## src/rtl/rob_pkg.sv

```systemverilog
// rtl/rob_pkg.sv - shared defaults and packed-port slice helper for the ROB RAM
package rob_pkg;

  localparam int ROB_WIDTH = 8;
  localparam int ROB_ADDR  = 4;
  localparam int ROB_NWR   = 2;
  localparam int ROB_NRD   = 3;

  // Base bit of port `port` inside a packed bus of `w`-bit fields.
  function automatic int port_lsb(input int port, input int w);
    return port * w;
  endfunction

endpackage

```

## src/rtl/rob_bypass_mux.sv

```systemverilog
// rtl/rob_bypass_mux.sv - per-read-port forwarding of same-cycle writes
module rob_bypass_mux
  import rob_pkg::*;
#(
  parameter int WIDTH = ROB_WIDTH,
  parameter int ADDR  = ROB_ADDR,
  parameter int NWR   = ROB_NWR
) (
  input  logic [NWR-1:0]       wr_en,
  input  logic [NWR*ADDR-1:0]  wr_addr,
  input  logic [NWR*WIDTH-1:0] wr_data,
  input  logic [ADDR-1:0]      rd_addr,
  input  logic [WIDTH-1:0]     mem_data,
  input  logic                 mem_vld,
  input  logic                 flush,
  output logic [WIDTH-1:0]     data,
  output logic                 vld
);

  // Ascending scan so the highest-index matching port is the one left standing.
  always_comb begin
    data = mem_data;
    vld  = mem_vld & ~flush;
    for (int p = 0; p < NWR; p++) begin
      if (wr_en[p] && wr_addr[port_lsb(p, ADDR) +: ADDR] == rd_addr) begin
        data = wr_data[port_lsb(p, WIDTH) +: WIDTH];
        vld  = ~flush;
      end
    end
  end

endmodule

```

## src/rtl/rob_mp_ram.sv

```systemverilog
// rtl/rob_mp_ram.sv - multi-port ROB storage with valid bits, retire and flush
// ROB_RAM_BYPASS_EN: forward same-cycle write data to matching reads.
module rob_mp_ram
  import rob_pkg::*;
#(
  parameter int WIDTH = ROB_WIDTH,
  parameter int ADDR  = ROB_ADDR,
  parameter int NWR   = ROB_NWR,
  parameter int NRD   = ROB_NRD
) (
  input  logic                 clk,
  input  logic                 reset,
  input  logic [NWR-1:0]       wr_en,
  input  logic [NWR*ADDR-1:0]  wr_addr,
  input  logic [NWR*WIDTH-1:0] wr_data,
  input  logic                 clr_en,
  input  logic [ADDR-1:0]      clr_addr,
  input  logic                 flush,
  input  logic [NRD-1:0]       rd_en,
  input  logic [NRD*ADDR-1:0]  rd_addr,
  output logic [NRD*WIDTH-1:0] rd_data,
  output logic [NRD-1:0]       rd_vld,
  output logic                 wr_conflict
);

  localparam int DEPTH = 2 ** ADDR;

  logic [WIDTH-1:0] mem [DEPTH];
  logic [DEPTH-1:0] vld_q;
  logic [DEPTH-1:0] vld_next;
  logic             conflict;
  logic [WIDTH-1:0] rdata [NRD];
  logic             rvld  [NRD];

  // Data array is never reset; a reset cycle simply drops its writes.
  always_ff @(posedge clk) begin
    if (!reset) begin
      for (int p = 0; p < NWR; p++) begin
        if (wr_en[p])
          mem[wr_addr[port_lsb(p, ADDR) +: ADDR]] <= wr_data[port_lsb(p, WIDTH) +: WIDTH];
      end
    end
  end

  // Priority low to high: clear, writes, flush.
  always_comb begin
    vld_next = vld_q;
    if (clr_en)
      vld_next[clr_addr] = 1'b0;
    for (int p = 0; p < NWR; p++) begin
      if (wr_en[p])
        vld_next[wr_addr[port_lsb(p, ADDR) +: ADDR]] = 1'b1;
    end
    if (flush)
      vld_next = '0;
  end

  always_comb begin
    conflict = 1'b0;
    for (int a = 0; a < NWR; a++) begin
      for (int b = a + 1; b < NWR; b++) begin
        if (wr_en[a] && wr_en[b] &&
            wr_addr[port_lsb(a, ADDR) +: ADDR] == wr_addr[port_lsb(b, ADDR) +: ADDR])
          conflict = 1'b1;
      end
    end
  end

  for (genvar r = 0; r < NRD; r++) begin : g_rd
    logic [ADDR-1:0] ra;
    assign ra = rd_addr[r*ADDR +: ADDR];
`ifdef ROB_RAM_BYPASS_EN
    rob_bypass_mux #(
      .WIDTH (WIDTH),
      .ADDR  (ADDR),
      .NWR   (NWR)
    ) u_bypass (
      .wr_en    (wr_en),
      .wr_addr  (wr_addr),
      .wr_data  (wr_data),
      .rd_addr  (ra),
      .mem_data (mem[ra]),
      .mem_vld  (vld_q[ra]),
      .flush    (flush),
      .data     (rdata[r]),
      .vld      (rvld[r])
    );
`else
    assign rdata[r] = mem[ra];
    assign rvld[r]  = vld_q[ra] & ~flush;
`endif
  end

  always_ff @(posedge clk) begin
    if (reset) begin
      vld_q       <= '0;
      rd_data     <= '0;
      rd_vld      <= '0;
      wr_conflict <= 1'b0;
    end else begin
      vld_q       <= vld_next;
      wr_conflict <= conflict;
      for (int r = 0; r < NRD; r++) begin
        if (rd_en[r]) begin
          rd_data[r*WIDTH +: WIDTH] <= rdata[r];
          rd_vld[r]                 <= rvld[r];
        end
      end
    end
  end

endmodule

```

## config.mk

```make
export PLATFORM = sky130hd
export DESIGN_NAME = rob_mp_ram
export DESIGN_NICKNAME = d
export VERILOG_FILES = /design/src/rtl/rob_pkg.sv /design/src/rtl/rob_bypass_mux.sv /design/src/rtl/rob_mp_ram.sv
export SDC_FILE = /design/constraint.sdc
export NUM_CORES = 1
export LEC_CHECK = 0
export CAP_MARGIN = 10
export CORE_ASPECT_RATIO = 1.25
export CORE_UTILIZATION = 29
export CTS_BUF_LIST = sky130_fd_sc_hd__clkbuf_4
export DETAILED_ROUTE_END_ITERATION = 8
export HOLD_SLACK_MARGIN = 0.02
export MAX_ROUTING_LAYER = met4
export PLACE_DENSITY = 0.45
export SYNTH_ARGS = -nofsm -noshare
export SYNTH_HDL_FRONTEND = slang
export SYNTH_SLANG_ARGS = --single-unit
```

## constraint.sdc

```tcl
create_clock -name clk -period 1.7 [get_ports clk]
set_input_delay 0.34 -clock clk [delete_from_list [all_inputs] [get_ports clk]]
set_output_delay 0.34 -clock clk [all_outputs]
set_load 0.02 [all_outputs]
```

### Floorplan with the power grid, run 1

The bar under the picture is 50 um long. Pins as bars on the die edge.
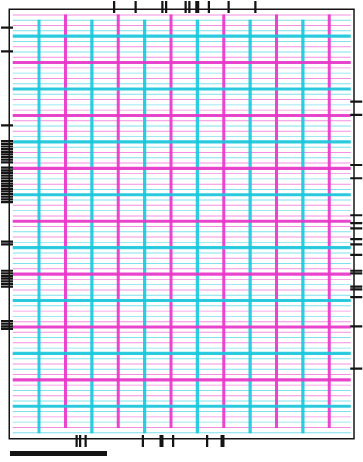
magenta -> VDD
cyan -> VSS
signal pins = 77
met4 straps = 12
met1 rails = 80
met5 straps = 15
y dimension of the die: 220 um
worst supply voltage drop on vdd: 0.259 mV
area inside the core boundary: 37,400 um2
Die X: 177 um

### Cells coloured by class, run 1

The bar under the picture is 50 um long.
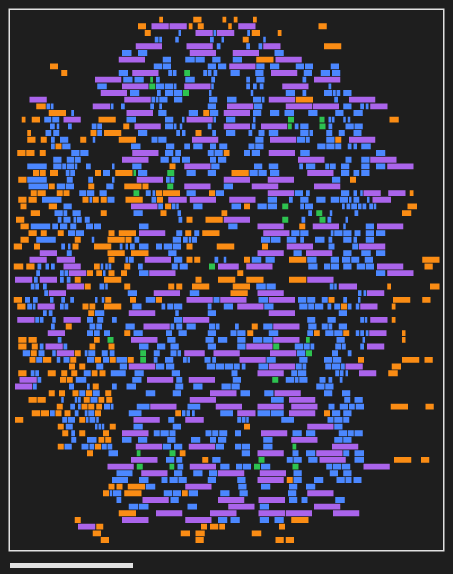
orange -> other buffers and delay cells  # cells 252
green -> clock drivers and dummy loads  # cells 32
blue -> combinational and other logic  # cells 733
purple -> flops  # cells 172

==> run summary, run 1 <==
This note records the results obtained with Yosys and OpenROAD.

Status
The flow ran to the end, but the final reports show violations. The checks that failed: negative setup slack.

Worst hold path
The number of cells on the worst hold path is 5.

Worst setup path
The type of the worst setup path is in2reg. Counting cells, the worst reg-to-reg path comes to 4. For the worst reg-to-reg path, the startpoint reported by OpenROAD is vld_q[12]. The critical path data arrival time is 2.14 ns. The OpenROAD report gives the critical path a required time of 2.09 ns.

Pwr
The flow reports power dissipated in combinational cells as 0.00194 W. Per report_power, the Sequential row totals 0.00474 W. The script computed the net switching share of total power as 0.298.

Placement
The instance count after placement with tap cells included is 1,643.

Layout
The final standard cell count with taps included and fillers excluded is 1,676. The register with the most flip-flops in the layout has 128 of them. The library cell used most frequently in the layout, excluding fill and tap cells, is mux2i_1.

Detailed routing
The iteration-0 DRC count of the detailed router is 536. Signal routing reaches up to met4.

GRT
The global router reports that the layer with the highest usage is met2. The number of global-route vias before repair is 9,215. The maximum number of pins on one net before global-route repair is 32. The wire length of the first global-routing pass is 59,800 um.

Floorplanning
The area of the chip is 38,900 um2.

STA
The setup-violating endpoint count in the final report is 16. The slack of the critical path is -0.0496 ns.

Synthesis
Counting the warning lines in the Yosys log gives 0. The number of register bits inferred by synthesis is 172. In the synthesized netlist, the cells that appear most often are 204 x mux2i_1, 128 x edfxtp_1, 95 x mux2_2, 83 x a22oi_1, 80 x nand3_1. The most used standard cell by instance count after synthesis is mux2i_1.

Per the Yosys statistics, synthesis produced 986 cells.

Clocking
The largest buffer count on any clock path is 2. Buffers inserted during clock tree synthesis total 17.
### Clock network drawn from the DEF, run 1

The bar under the picture is 50 um long.
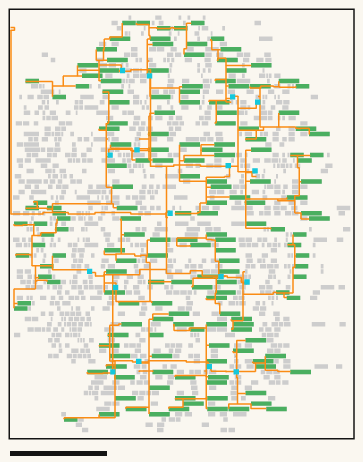
green -> flip-flops  # count 172
orange -> clock wires  # length 2,520 um
cyan -> clock drivers  # count 17
routed clock nets = 18
worst-case clock skew: 0.0273 ns
power attributed to the clock group: 0.00220 W
portion of total power attributed to the clock network: 0.248
clock latency of the later-clocked register in the worst-skew pair: 0.64 ns

### Signal wires by layer, run 1

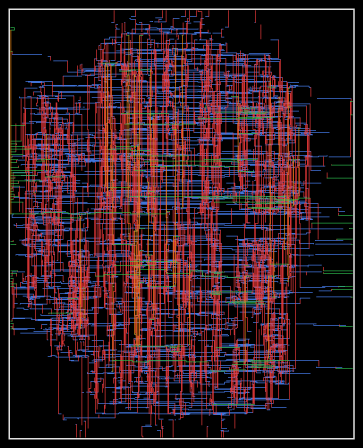
green -> metal 3  # wire length 1,580 um
orange -> metal 4  # wire length 2,110 um
red -> metal 2  # wire length 21.1 mm
blue -> metal 1  # wire length 16,400 um

-- run 1: final cells by class --
type                       instances  share of cell area
timing repair buffer             252               0.177
clock buffer                      23              0.0123
sequential                       172               0.337
inverter                           1            0.000267
clock inverter                     9             0.00347
multi-input combinational        732               0.426
antenna                            1            0.000178
tap                              486              0.0433
-- run 1: worst paths after layout --
kind	endpoint	slack, ns
worst max-delay path	mem[9][6]	-0.05
worst min register to register	rd_data[20]	0.47
worst max register to register	rd_vld[2]	0.25
worst min-delay path	rd_data[19]	0.45
-- run 1: cell families after synthesis --
logic type                count (synthesis)  share of synthesized area
xor gates and xnor gates                  4                    0.00317
AOI/OAI and AO/OA                       159                     0.0959
muxes                                   338                      0.330
buffers and inverters                    82                     0.0312
and+or+nand+nor                         231                      0.111
DFF                                     172                      0.428
==> inputs of run 2 (changes only) <==
PLACE_DENSITY = 0.43   (was 0.45)
SYNTH_HIERARCHICAL = 1   (was not set)
clock period = 2.2 ns   (was 1.7 ns; I/O delays follow)
### Floorplan with the power grid, run 2

The bar under the picture is 50 um long. Pins as bars on the die edge.
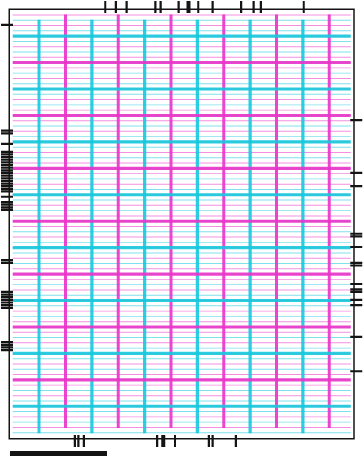
magenta -> VDD
cyan -> VSS
signal pins = 77
met4 straps = 12
rows = 79
met1 rails = 80
met5 straps = 15
worst supply voltage drop on vdd: 0.269 mV

### Track usage over the die, run 2

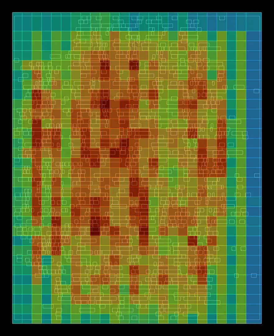
global routing's busiest layer: met2
total routing usage reported by global routing: 0.232

### Signal wires by layer, run 2

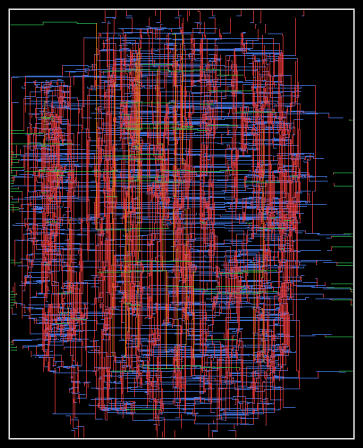
green -> metal 3  # wire length 1,280 um
red -> metal 2  # wire length 22.1 mm
orange -> metal 4  # wire length 1,470 um
blue -> metal 1  # wire length 17,500 um

==> run 2 against run 1 <==
The flow now finishes without violations. Wire length rose by 2.9%. Register-to-register slack better by 0.49 ns. Clock-buffer cell count shrank 5. First-iteration DRC count unchanged. Clock skew decreased by 0.0031 ns. Sequential share of layout area up 0.40 points. Synthesized cell count unchanged. Final cell count is 1.4% lower. Total power fell by 18%. Area after synthesis did not move. Flip-flop count is the same. Critical path type is now reg2out.
==> run summary, run 2 <==
This note records the results obtained with Yosys and OpenROAD.

Synthesis
The number of warnings printed during yosys synthesis was 6 (+6). The fraction of synthesized cell area in xor and xnor cells is 0.00317 (unchanged). The area fraction in and, or, nand and nor cells is 0.112 (unchanged).

The number of register bits inferred by synthesis is 172 (unchanged). The synthesis run shows the most used standard cells to be 204 x mux2i_1, 128 x edfxtp_1, 95 x mux2_2, 83 x a22oi_1, 80 x nand3_1. The post-synthesis share of cell area spent on and-or and or-and gates is 0.0959 (unchanged). The multiplexer fraction of the synthesized cell area is 0.330 (unchanged). The synthesized-area fraction occupied by adder cells is 0 (unchanged).

Pwr
The reported sequential group power came to 0.00366 W (-23%). The switching share of power is 0.290 (-0.00786). The clock distribution power is 0.00218 W (about the same). The clock group share of total power is 0.299 (+0.051).

Floorplanning
The overall die height is 220 um (unchanged). The count of inserted tapcells came to 486 (unchanged). The chip width came to 177 um (unchanged).

Worst setup path
The critical path data arrival time came to 1.66 ns (-0.48 ns). The critical path endpoint is rd_vld[1]. STA lists the startpoint of the worst register-to-register path as vld_q[12]. The required time at the endpoint of the critical path is 1.76 ns (-0.33 ns).

Layout
The number of buffers other than clock buffers in the final layout is 228 (-9.5%). The number of antenna cells inserted came to 1 (unchanged). The flip-flop and latch count is 172 (unchanged). The number of flip-flops under the largest register name is 128 (unchanged). The count of inverters other than clock inverters in the layout is 1 (unchanged). The sequential cell area share is 0.341 (+0.00400).

The final standard cell count with taps included and fillers excluded is 1,652 (-1.4%). The number of multi-input combinational cells came to 732 (unchanged). The biggest slice of the area belongs to combinational gates.

Status
The run finished with clean final reports.

GRT
The wire length of the first global-routing pass is 62,200 um (+4.1%). The maximum number of pins on one net before global-route repair is 29 (-9.4%).

Clocking
The number of clock buffers inserted by TritonCTS came to 17 (unchanged).

STA
The slack of the critical path is 0.0983 ns (+0.148 ns).
==> run 2: cell counts after synthesis <==
Identical to the previous run, type by type.
==> run 2: layer usage <==
metal	up-vias	part of all wire	track usage
met4	0	0.035	0.0885
met1	4514	0.41	0.265
met3	54	0.030	0.0314
li1	4121	-	-
met5	-	0	-
met2	228	0.52	0.409
==> run 2: worst reg2reg max path, cell delays in order, from the launching register on <==
cell and delay, ns:
dfxtp_1 0.40, mux4_2 0.51, a21o_1 0.19, a41oi_1 0.15
o21ai_0 0.10
==> run 2: per-stage QoR <==
stage,hold WS (ns),area (um2)
4_1_cts,0.382,13800
5_1_grt,0.398,13800
3_3_place_gp,0.438,13500
3_5_place_dp,0.447,13500
2_1_floorplan,0.470,11000
6_report,0.429,13800
==> inputs of run 3 (changes only) <==
SLEW_MARGIN = 30   (was not set)
### Cells coloured by class, run 3

The bar under the picture is 50 um long.
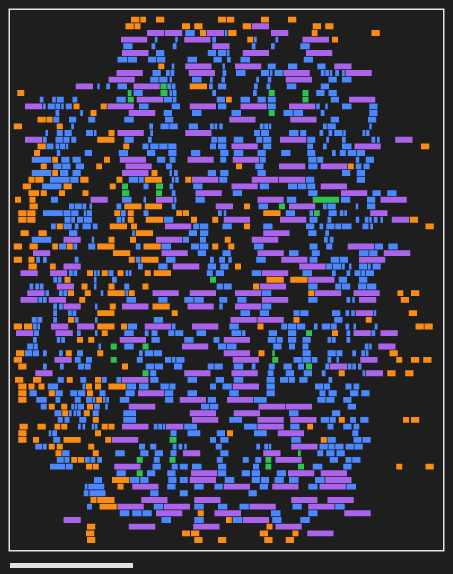
orange -> other buffers and delay cells  # cells 228
green -> clock drivers and dummy loads  # cells 32
purple -> flops  # cells 172
blue -> combinational and other logic  # cells 733

### Floorplan with the power grid, run 3

The bar under the picture is 50 um long. Pins as bars on the die edge.
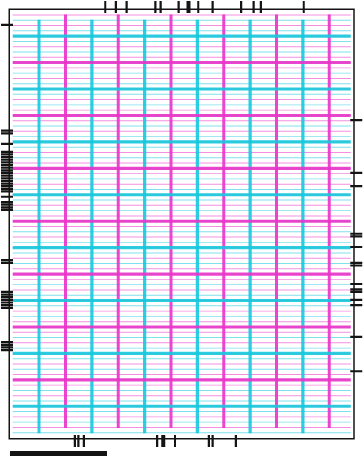
magenta -> VDD
cyan -> VSS
signal pins = 77
met4 straps = 12
met1 rails = 80
met5 straps = 15
worst supply voltage drop on vdd: 0.241 mV

### Signal wires by layer, run 3

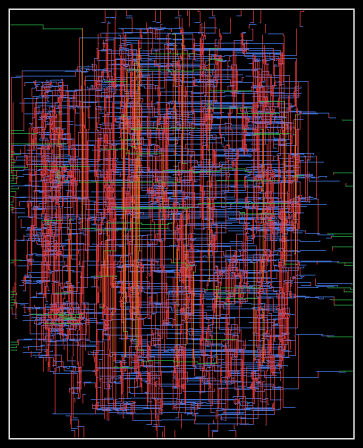
blue -> metal 1  # wire length 17,500 um
red -> metal 2  # wire length 21.8 mm
orange -> metal 4  # wire length 1,820 um
green -> metal 3  # wire length 1,300 um
total routing usage reported by global routing: 0.232
final wirelength: 42,400 um

==> run 3 against run 2 <==
Global-route usage about the same. Clock-buffer cell count unchanged. Total power decreased by 4.8%. Clock skew is 0.0016 ns higher. Cell area decreased by 0.50%. Area after synthesis stayed put. Sequential power is essentially flat. Register-to-register slack about the same. First-iteration DRC count rose by 4.5%. Maximum frequency fell by 0.26%. Worst setup slack worse by 0.0054 ns. Critical endpoint unchanged.
==> run summary, run 3 <==
This note records the results obtained with Yosys and OpenROAD.

Floorplanning
The overall die height was 220 um (unchanged). The chip width is 177 um (unchanged). During I/O placement, the number of pins put on the boundary was 77. The count of inserted tapcells is 486 (unchanged).

GRT
The met1 capacity usage during global routing is 0.263 (-0.00162). Global route summary, busiest routing layer listed as met2. The maximum number of pins on one net before global-route repair is 29 (unchanged). The wire length of the first global-routing pass was 62,000 um (-0.34%). The met2 track demand over resource was 0.403 (-0.00667). The fraction of met3 tracks used by global routing is 0.0301 (-0.00137).

Synthesis
The post-synthesis share of cell area spent on and-or and or-and gates came to 0.0959 (unchanged). The multiplexer fraction of the synthesized cell area was 0.330 (unchanged). The area fraction in and, or, nand and nor cells came to 0.112 (unchanged).

For reference, the top cells by count after synthesis are 204 x mux2i_1, 128 x edfxtp_1, 95 x mux2_2, 83 x a22oi_1, 80 x nand3_1. The number of warnings printed during yosys synthesis is 6 (unchanged). The synthesized-area fraction occupied by adder cells is 0 (unchanged). The fraction of synthesized cell area in xor and xnor cells was 0.00317 (unchanged). The synth_stat.txt file lists the number of cells as 986.

Layout
The summed area of non-filler cells in the final layout is 13,800 um2 (-0.50%). In the final design, more cell area goes to combinational gates than to any other class. The number of flip-flops under the largest register name came to 128 (unchanged). The flip-flop and latch count is 172 (unchanged). The count of inverters other than clock inverters in the layout came to 1 (unchanged). The sequential cell area in the final layout is 4720 um2. The number of buffers other than clock buffers in the final layout is 228 (unchanged). The number of antenna cells inserted is 1 (unchanged). The number of multi-input combinational cells was 732 (unchanged).

The final standard cell count with taps included and fillers excluded is 1,652 (unchanged).

Clocking
The number of clock buffers inserted by TritonCTS is 17 (unchanged). Post-CTS timing repair inserted 0 buffers for setup.

Worst setup path
The required time at the endpoint of the critical path was 1.76 ns (about the same). The reg-to-reg critical path startpoint is vld_q[12].

Pwr
The clock distribution power is 0.00183 W (-16%). The reported sequential group power is 0.00366 W (about the same). The switching share of power is 0.305 (+0.0144).

The clock group share of total power is 0.264 (-0.035).

Detailed routing
Dividing the detail-routed via count by the number of cells gives 5.37.

Status
The flow ran to the end, and the final reports show no timing, DRC or antenna violations.

STA
The slack of the critical path is 0.0929 ns (-0.00542 ns). The final hold slack is 0.420 ns (-0.00913 ns).

Placement
The post-placement setup slack is -0.227 ns. The area after detailed placement is 13,500 um2 (about the same).

Worst hold path
The worst min-delay path class is in2reg.
[run 3: cell counts after synthesis]
Identical to the previous run, type by type.
[run 3: layer usage]
layer / vias up / part of all wire
met2: 223 / 0.51
met1: 4469 / 0.41
li1: 4121 / -
met4: 0 / 0.043
met5: - / 0
met3: 62 / 0.031
[run 3: worst paths after layout]
check	endpoint	slack [ns]	cells after the start
worst max-delay path	rd_vld[1]	0.09	1
worst min register to register	rd_data[20]	0.47	2
worst max register to register	rd_vld[2]	0.73	4
worst min-delay path	wr_conflict	0.42	3
[run 3: kinds of logic after synthesis]
family / after synthesis
XOR/XNOR: 4
AND-OR/OR-AND: 159
buffers and inverters: 82
AND/OR/NAND/NOR: 231
flip-flops: 172
multiplexers: 338
Power is estimated from default activity; no workload was simulated.
